--- src/rtl/wb_master.sv ---
// wb_master: Wishbone classic single-transfer initiator for the 8-bit MIDI router bus.
//
// Takes one read/write command at a time on a valid/ready port, runs a single Wishbone
// cycle and returns a one-cycle response strobe carrying read data (0 for writes).
//
// Ports:
//   wb_clk_i, wb_rst_i        clock (rising edge), asynchronous active-low reset
//   cmd_valid_i/cmd_ready_o   command handshake
//   cmd_we_i, cmd_addr_i,     command: 1 = write, target address, write data
//   cmd_data_i
//   rsp_valid_o, rsp_data_o,  one-cycle completion strobe, read data, timeout abort flag
//   rsp_err_o
//   wb_cyc_o, wb_stb_o,       Wishbone initiator side (cyc and stb always equal)
//   wb_we_o, wb_addr_o,
//   wb_dat_o, wb_dat_i,
//   wb_ack_i
//
// Build option: define WB_MASTER_TIMEOUT_EN to abort a bus cycle after TIMEOUT cycles
// without ack (rsp_err_o = 1). Without it, the bus waits forever and rsp_err_o is 0.

module wb_master #(
   parameter int unsigned ADDR_W  = 8,
   parameter int unsigned DATA_W  = 8,
   parameter int unsigned TIMEOUT = 15
) (
   input  logic              wb_clk_i,
   input  logic              wb_rst_i,
   input  logic              cmd_valid_i,
   output logic              cmd_ready_o,
   input  logic              cmd_we_i,
   input  logic [ADDR_W-1:0] cmd_addr_i,
   input  logic [DATA_W-1:0] cmd_data_i,
   output logic              rsp_valid_o,
   output logic [DATA_W-1:0] rsp_data_o,
   output logic              rsp_err_o,
   output logic              wb_cyc_o,
   output logic              wb_stb_o,
   output logic              wb_we_o,
   output logic [ADDR_W-1:0] wb_addr_o,
   output logic [DATA_W-1:0] wb_dat_o,
   input  logic [DATA_W-1:0] wb_dat_i,
   input  logic              wb_ack_i
);

   typedef enum logic [1:0] {StIdle, StBus, StResp} state_e;

   state_e            state_q, state_d;
   logic              cyc_q, cyc_d;
   logic              we_q, we_d;
   logic [ADDR_W-1:0] addr_q, addr_d;
   logic [DATA_W-1:0] dat_q, dat_d;
   logic              rsp_valid_q, rsp_valid_d;
   logic [DATA_W-1:0] rsp_data_q, rsp_data_d;

`ifdef WB_MASTER_TIMEOUT_EN
   localparam logic [7:0] TimeoutVal = 8'(TIMEOUT);

   logic       rsp_err_q, rsp_err_d;
   logic [7:0] cnt_q, cnt_d;
`else
   logic unused_timeout;
   assign unused_timeout = ^TIMEOUT;
`endif

   always_comb begin
      state_d     = state_q;
      cyc_d       = cyc_q;
      we_d        = we_q;
      addr_d      = addr_q;
      dat_d       = dat_q;
      rsp_valid_d = 1'b0;
      rsp_data_d  = rsp_data_q;
`ifdef WB_MASTER_TIMEOUT_EN
      rsp_err_d   = rsp_err_q;
      cnt_d       = cnt_q;
`endif
      case (state_q)
         StIdle: begin
            if (cmd_valid_i) begin
               we_d    = cmd_we_i;
               addr_d  = cmd_addr_i;
               dat_d   = cmd_data_i;
               cyc_d   = 1'b1;
               state_d = StBus;
`ifdef WB_MASTER_TIMEOUT_EN
               cnt_d   = 8'd0;
`endif
            end
         end
         StBus: begin
            if (wb_ack_i) begin
               rsp_data_d  = we_q ? '0 : wb_dat_i;
               cyc_d       = 1'b0;
               rsp_valid_d = 1'b1;
               state_d     = StResp;
`ifdef WB_MASTER_TIMEOUT_EN
               rsp_err_d   = 1'b0;
            // Abort at the edge where the counter would reach TIMEOUT, so stb stays up
            // for exactly TIMEOUT cycles; an ack in that last cycle still wins above.
            end else if (cnt_q + 8'd1 == TimeoutVal) begin
               rsp_data_d  = '0;
               rsp_err_d   = 1'b1;
               cyc_d       = 1'b0;
               rsp_valid_d = 1'b1;
               state_d     = StResp;
            end else begin
               cnt_d       = cnt_q + 8'd1;
`endif
            end
         end
         StResp: begin
            state_d = StIdle;
         end
         default: begin
            state_d = StIdle;
            cyc_d   = 1'b0;
         end
      endcase
   end

   always_ff @(posedge wb_clk_i or negedge wb_rst_i) begin
      if (!wb_rst_i) begin
         state_q     <= StIdle;
         cyc_q       <= 1'b0;
         we_q        <= 1'b0;
         addr_q      <= '0;
         dat_q       <= '0;
         rsp_valid_q <= 1'b0;
         rsp_data_q  <= '0;
`ifdef WB_MASTER_TIMEOUT_EN
         rsp_err_q   <= 1'b0;
         cnt_q       <= 8'd0;
`endif
      end else begin
         state_q     <= state_d;
         cyc_q       <= cyc_d;
         we_q        <= we_d;
         addr_q      <= addr_d;
         dat_q       <= dat_d;
         rsp_valid_q <= rsp_valid_d;
         rsp_data_q  <= rsp_data_d;
`ifdef WB_MASTER_TIMEOUT_EN
         rsp_err_q   <= rsp_err_d;
         cnt_q       <= cnt_d;
`endif
      end
   end

   // Gated by reset so no command is taken while the block is held in reset.
   assign cmd_ready_o = (state_q == StIdle) && wb_rst_i;

   assign rsp_valid_o = rsp_valid_q;
   assign rsp_data_o  = rsp_data_q;
   assign wb_cyc_o    = cyc_q;
   assign wb_stb_o    = cyc_q;
   assign wb_we_o     = we_q;
   assign wb_addr_o   = addr_q;
   assign wb_dat_o    = dat_q;

`ifdef WB_MASTER_TIMEOUT_EN
   assign rsp_err_o = rsp_err_q;
`else
   assign rsp_err_o = 1'b0;
`endif

endmodule

--- config.mk ---
export PLATFORM = sky130hd
export DESIGN_NAME = wb_master
export DESIGN_NICKNAME = d
export VERILOG_FILES = /design/src/rtl/wb_master.sv
export SDC_FILE = /design/constraint.sdc
export NUM_CORES = 1
export LEC_CHECK = 0
export ABC_AREA = 1
export CAP_MARGIN = 10
export CORE_MARGIN = 5
export CORE_UTILIZATION = 40
export DETAILED_ROUTE_END_ITERATION = 8
export PLACE_DENSITY = 0.85
export SYNTH_ARGS = -nofsm -noshare
export SYNTH_HDL_FRONTEND = slang
export SYNTH_SLANG_ARGS = --single-unit
--- constraint.sdc ---
create_clock -name wb_clk_i -period 1.2 [get_ports wb_clk_i]
set_input_delay 0.36 -clock wb_clk_i [delete_from_list [all_inputs] [get_ports wb_clk_i]]
set_output_delay 0.36 -clock wb_clk_i [all_outputs]
set_load 0.02 [all_outputs]
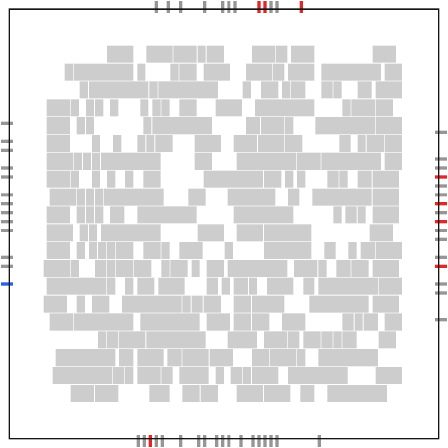
**Above:** run 1 (pin map).
Pins as bars across the die edge, other pins in grey.
[red] cmd_addr_i | pins: 8 | direction: input | edge: 4 right, 3 top, 1 bottom
[blue] cmd_we_i | pins: 1 | direction: input | edge: left
all pins by edge: 18 bottom, 16 right, 13 left, 12 top

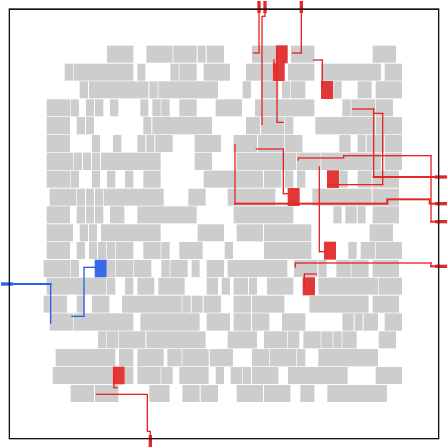
**Above:** run 1 (I/O nets highlighted).
[blue] cmd_we_i | bits: 1 | direction: input | end cells: 1 | buffers: 1 | wire: 22.9 um
[red] cmd_addr_i | bits: 8 | direction: input | end cells: 8 | buffers: 8 | wire: 237 um
PortBufs: 57
num ports: 59

==> results.toml, run 1 <==
# physical design summary
[timing]
final-setup-viol-count = 32
period_used_pct = 117
setup_slack_ns = -0.206
tns_ns = -0.690
rsz0062_at_grt = "yes"
hold_viol = 0
worst_pin_slew_ns = 0.620

[pwr]
leakagePower_nw = 1.19
internal-power_mw = 3.25
pwr-share-seq_pct = 32.3
clkPwrFrac_pct = 11.2
power_density_mw_per_mm2 = 2390

[status]
violations = "negative setup slack"
outcome = "finished, violations left"

[logic_synthesis]
topCellsByArea = "dfrtp_1, nand2_1, nand3_1, inv_1, nor2_1"
synth_nets = 171
yosys_area_sq_mm = 0.00122
syn_area_sq_mm = 0.00122

[critical_path]
crit_type = "register to output pin"
critPathMaxFanout = 2
crit_required_ns = 0.84
worst_setup_path_end_kind = "output pin"
startpoint = "state_q[1]"
startpoint_type = "register"

[die]
die-area_sq_mm = 0.00425
dieWidth_um = 65.2
initial_core_util_pct = 41.0
core_sq_mm = 0.00298
die_y_um = 65.2

[global_routing]
grt_max_degree = 30
track_usage_pct = 16.5
grt_pass1_vias = 1193
antenna_found_initial = 0

[route]
routed_via_density = 4.63
routedWlPerCell_um = 13.2
drc = 0
drt_first_pass_iters = 4
vias = 1227
route.final.wire_length_um = 3510

[flow_run]
maxCapViolations = 0

[placement]
dp_cells = 237
hpwl_um = 2230

[clock_network]
cts-hold-fix-buffers = 0
clk_latency_ns = 0.32
htree_num_levels = 2

[layout]
comb_area_sq_um = 484
utilization_pct = 74.0
syn2layout_area_growth_pct = 80.6
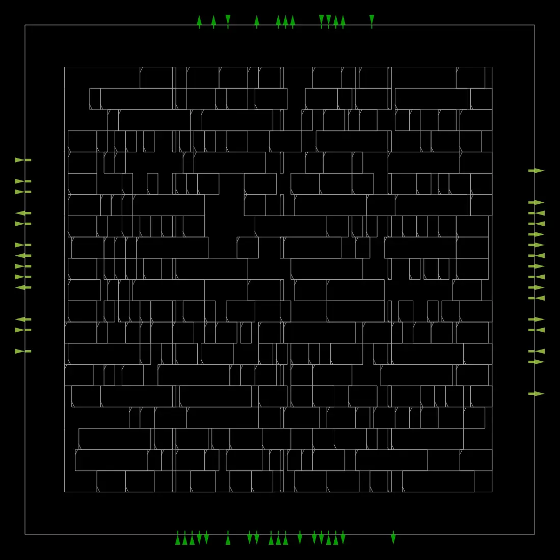
**Above:** run 1 (placed standard cells).
n_taps: 33
Core Rows: 20
fill cell count: 237

[run 1: cells in the mapped netlist, drive strengths merged]
cell type,count
nand2,62
dfrtp,29
nand3,18
inv,13
nor2,9
buf,6
o21ai,2
clkbuf,1
conb,1
nor3b,1
[run 1: critical path, cell delays in order (launching register included)]
cell and delay [ns]:
dfrtp_1 0.40, nor3b_2 0.18, buf_4 0.16
[run 1: routing by layer]
| layer | track usage (%) | share of wire (%) | vias to the layer above |
|---|---|---|---|
| li1 | - | - | 612 |
| met2 | 29.0 | 56 | 35 |
| met4 | 3.89 | 1.1 | 0 |
| met3 | 5.81 | 6.1 | 5 |
| met5 | 0 | 0 | - |
| met1 | 19.2 | 37 | 575 |
[run 1: worst max-delay path by stage]
stage	to	slack (ns)
after detailed placement	cmd_ready_o	-0.76
after global routing	cmd_ready_o	-0.28
after floorplan	cmd_ready_o	0.06
final	cmd_ready_o	-0.21
after CTS	cmd_ready_o	-0.22
after global placement	cmd_ready_o	-0.75
[run 1: timing repair]
action	CTS	global route
gates cloned	0	2
setup buffers	6	15
pin swaps	1	3
endpoints found under the hold margin	0	0
gates resized	174	20
setup endpoints to repair	29	50
[run 1: flip-flops by register name (all words and copies together), names as in the netlist]
| name | flops |
|---|---|
| wb_dat_o | 8 |
| rsp_valid_o | 1 |
| state_q | 2 |
| wb_addr_o | 8 |
| wb_cyc_o | 1 |
| rsp_data_o | 8 |
| wb_we_o | 1 |
[run 1: per-stage QoR]
step	hold WS, ns	instance area [sq um]	worst slack, ns
2_1_floorplan	0.0644	1220	0.0620
3_3_place_gp	0.453	1880	-0.754
3_5_place_dp	0.457	1880	-0.757
4_1_cts	0.179	2010	-0.223
5_1_grt	0.213	2200	-0.284
6_report	0.175	2200	-0.206
[run 1: area by class of cell]
| type | count | area share [%] |
|---|---|---|
| Timing Repair Buffer | 88 | 38.5 |
| Sequential cell | 29 | 32.9 |
| Multi-Input combinational cell | 95 | 22.0 |
| Clock buffer | 7 | 2.50 |
| Inverter | 13 | 2.21 |
| Tap cell | 33 | 1.87 |
[run 1: power by group through the flow]
stage / sequential [mW] / clock [mW] / combinational (mW)
CTS: 1.69 / 0.603 / 2.53
finish: 1.70 / 0.587 / 2.98
floorplan: 2.13 / 0 / 0.627
global route: 1.77 / 0.670 / 3.21
global placement: 1.61 / 0 / 2.30
detailed placement: 1.62 / 0 / 2.33
[run 1: cells by family (layout without fill, tap and decap cells)]
logic type	count (synthesis)	count (layout)	synth area share (%)
buffers and inverters	20	108	7.90
AND-OR/OR-AND	2	2	0.821
flip-flops	29	29	59.5
AND/OR/NAND/NOR	90	92	31.5
other	1	1	0.307
==> run 2: changes to the inputs <==
--- a/config.mk
+++ b/config.mk
@@ -11,6 +11,7 @@
 export CORE_UTILIZATION = 40
 export DETAILED_ROUTE_END_ITERATION = 8
 export PLACE_DENSITY = 0.85
+export SLEW_MARGIN = 10
 export SYNTH_ARGS = -nofsm -noshare
 export SYNTH_HDL_FRONTEND = slang
 export SYNTH_SLANG_ARGS = --single-unit
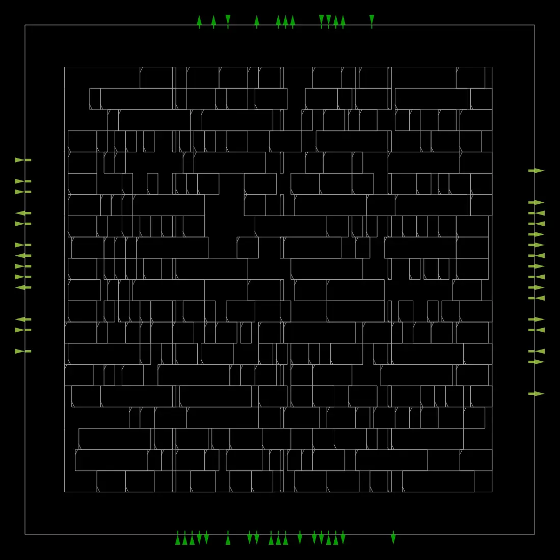
**Above:** run 2 (placed standard cells).
flip-flops: 29
core box area: 0.00298 sq mm

==> results.toml, run 2 <==
# physical design summary
[status]
outcome = "finished, violations left"
violations = "negative setup slack"

[clock_network]
clk_latency_ns = 0.32
htree_num_levels = 2
clkTransAtPathRegs_ns = 0.09

[critical_path]
cpPeakStageDelay_ns = 0.40
worst_setup_path_end_kind = "output pin"
crit_required_ns = 0.84
startpoint_type = "register"
critPathMaxFanout = 2
crit_chain = "nor3b_2 -> buf_4"
critPathTopFamily = "flip-flops"
crit_type = "register to output pin"

[logic_synthesis]
ff_type = "dfrtp_1"
yosys_area_sq_mm = 0.00122
topCellsByArea = "dfrtp_1, nand2_1, nand3_1, inv_1, nor2_1"
synthArstFlopShare_pct = 100
edf_count = 0
post-synth-top-count-cell = "nand2_1"
top_cells_by_count = "nand2_1, dfrtp_1, nand3_1"

[global_routing]
antenna_found_initial = 0
grt_max_degree = 30
grt_pass1_vias = 1193

[placement]
io_buffers = 57
place_area_sq_mm = 0.00188
hpwl_um = 2230

[die]
io_pins = 59
rows = 20
die-area_sq_mm = 0.00425
initial_core_util_pct = 41.0

[timing]
hold_ws_ns = 0.175
final-setup-viol-count = 32
tns_ns = -0.690
setup_slack_ns = -0.206
worst_pin_slew_ns = 0.620
period_used_pct = 117

[route]
drt_first_pass_iters = 4
routed_via_density = 4.63

[flow_run]
maxCapViolations = 0

[layout]
syn2layout_area_growth_pct = 80.6
finalInstanceArea_sq_mm = 0.00220
drive_gt1_share_pct = 37.1

[pwr]
leakagePower_nw = 1.19
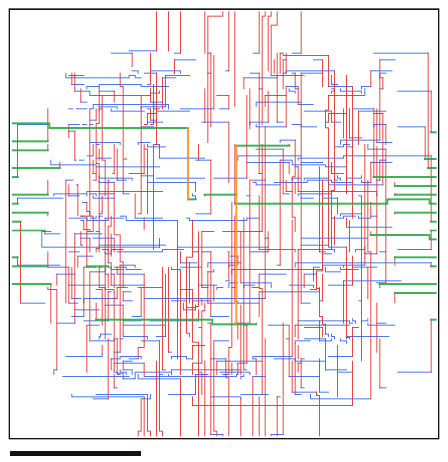
**Above:** run 2 (wiring by layer).
The bar under the picture is 20 um long.
[orange] M4 | wire length: 38.1 um
[green] M3 | wire length: 215 um
[blue] M1 | wire length: 1,300 um
[red] M2 | wire length: 1,960 um
DR vias: 1,227
WL/cell: 13.2 um
final wirelength: 3510 um
GRT Resource Usage Total: 16.5%

run 2: cell counts after synthesis:
No cell type changed its count.
run 2: final timing paths:
kind	startpoint	endpoint	slack, ns	cells past startpoint
worst max-delay path	state_q[1]	cmd_ready_o	-0.21	2
worst min-delay path	wb_rst_i	wb_addr_o[4]	0.18	2
worst max register to register	state_q[0]	wb_dat_o[2]	-0.01	6
worst min register to register	wb_addr_o[0]	wb_addr_o[0]	0.50	2
max in group asynchronous	wb_rst_i	state_q[0]	0.74	2
min in group wb_clk_i	wb_addr_o[0]	wb_addr_o[0]	0.50	2
run 2: stage by stage:
step,power [mW],cells,worst slack [ns],utilization [%]
floorplan,2.75,142,0.0620,-
global placement,3.91,237,-0.754,63.1
detailed placement,3.96,237,-0.757,63.1
CTS,4.83,250,-0.223,67.5
global route,5.64,265,-0.284,74.0
finish,5.27,265,-0.206,74.0
run 2: kinds of logic after synthesis:
group | share of synthesized area, %
and+or+nand+nor | 31.5
other | 0.307
AOI/OAI and AO/OA | 0.821
buffers and inverters | 7.90
DFF | 59.5
run 2: per-layer routing:
layer | part of all wire [%] | up-vias | GRT usage, % | wire length (um)
li1 | - | 612 | - | -
met1 | 37 | 575 | 19.2 | 1300
met2 | 56 | 35 | 29.0 | 1960
met3 | 6.1 | 5 | 5.81 | 214
met4 | 1.1 | 0 | 3.89 | 38
met5 | 0 | - | 0 | 0
run 2: layout make-up:
type,count,area [sq um],area share [%]
repair buffers,88,848,38.5
well taps,33,41.3,1.87
clock buffers,7,55.1,2.50
multi-input cells,95,484,22.0
inverters,13,48.8,2.21
flip-flops and latches,29,726,32.9
run 2: what timing repair did:
item / 4_1_cts / 5_1_grt
setup buffers: 6 / 15
endpoints found under the setup margin: 29 / 50
gates resized: 174 / 20
pin swaps: 1 / 3
cloned: 0 / 2
hold buffers: 0 / 0
run 2: report_power, final:
group / total, mW / switching [mW] / internal, mW
Sequential: 1.70 / 0.314 / 1.39
Combinational: 2.98 / 1.39 / 1.59
Clock: 0.587 / 0.311 / 0.276
Power and IR drop assume default switching activity.
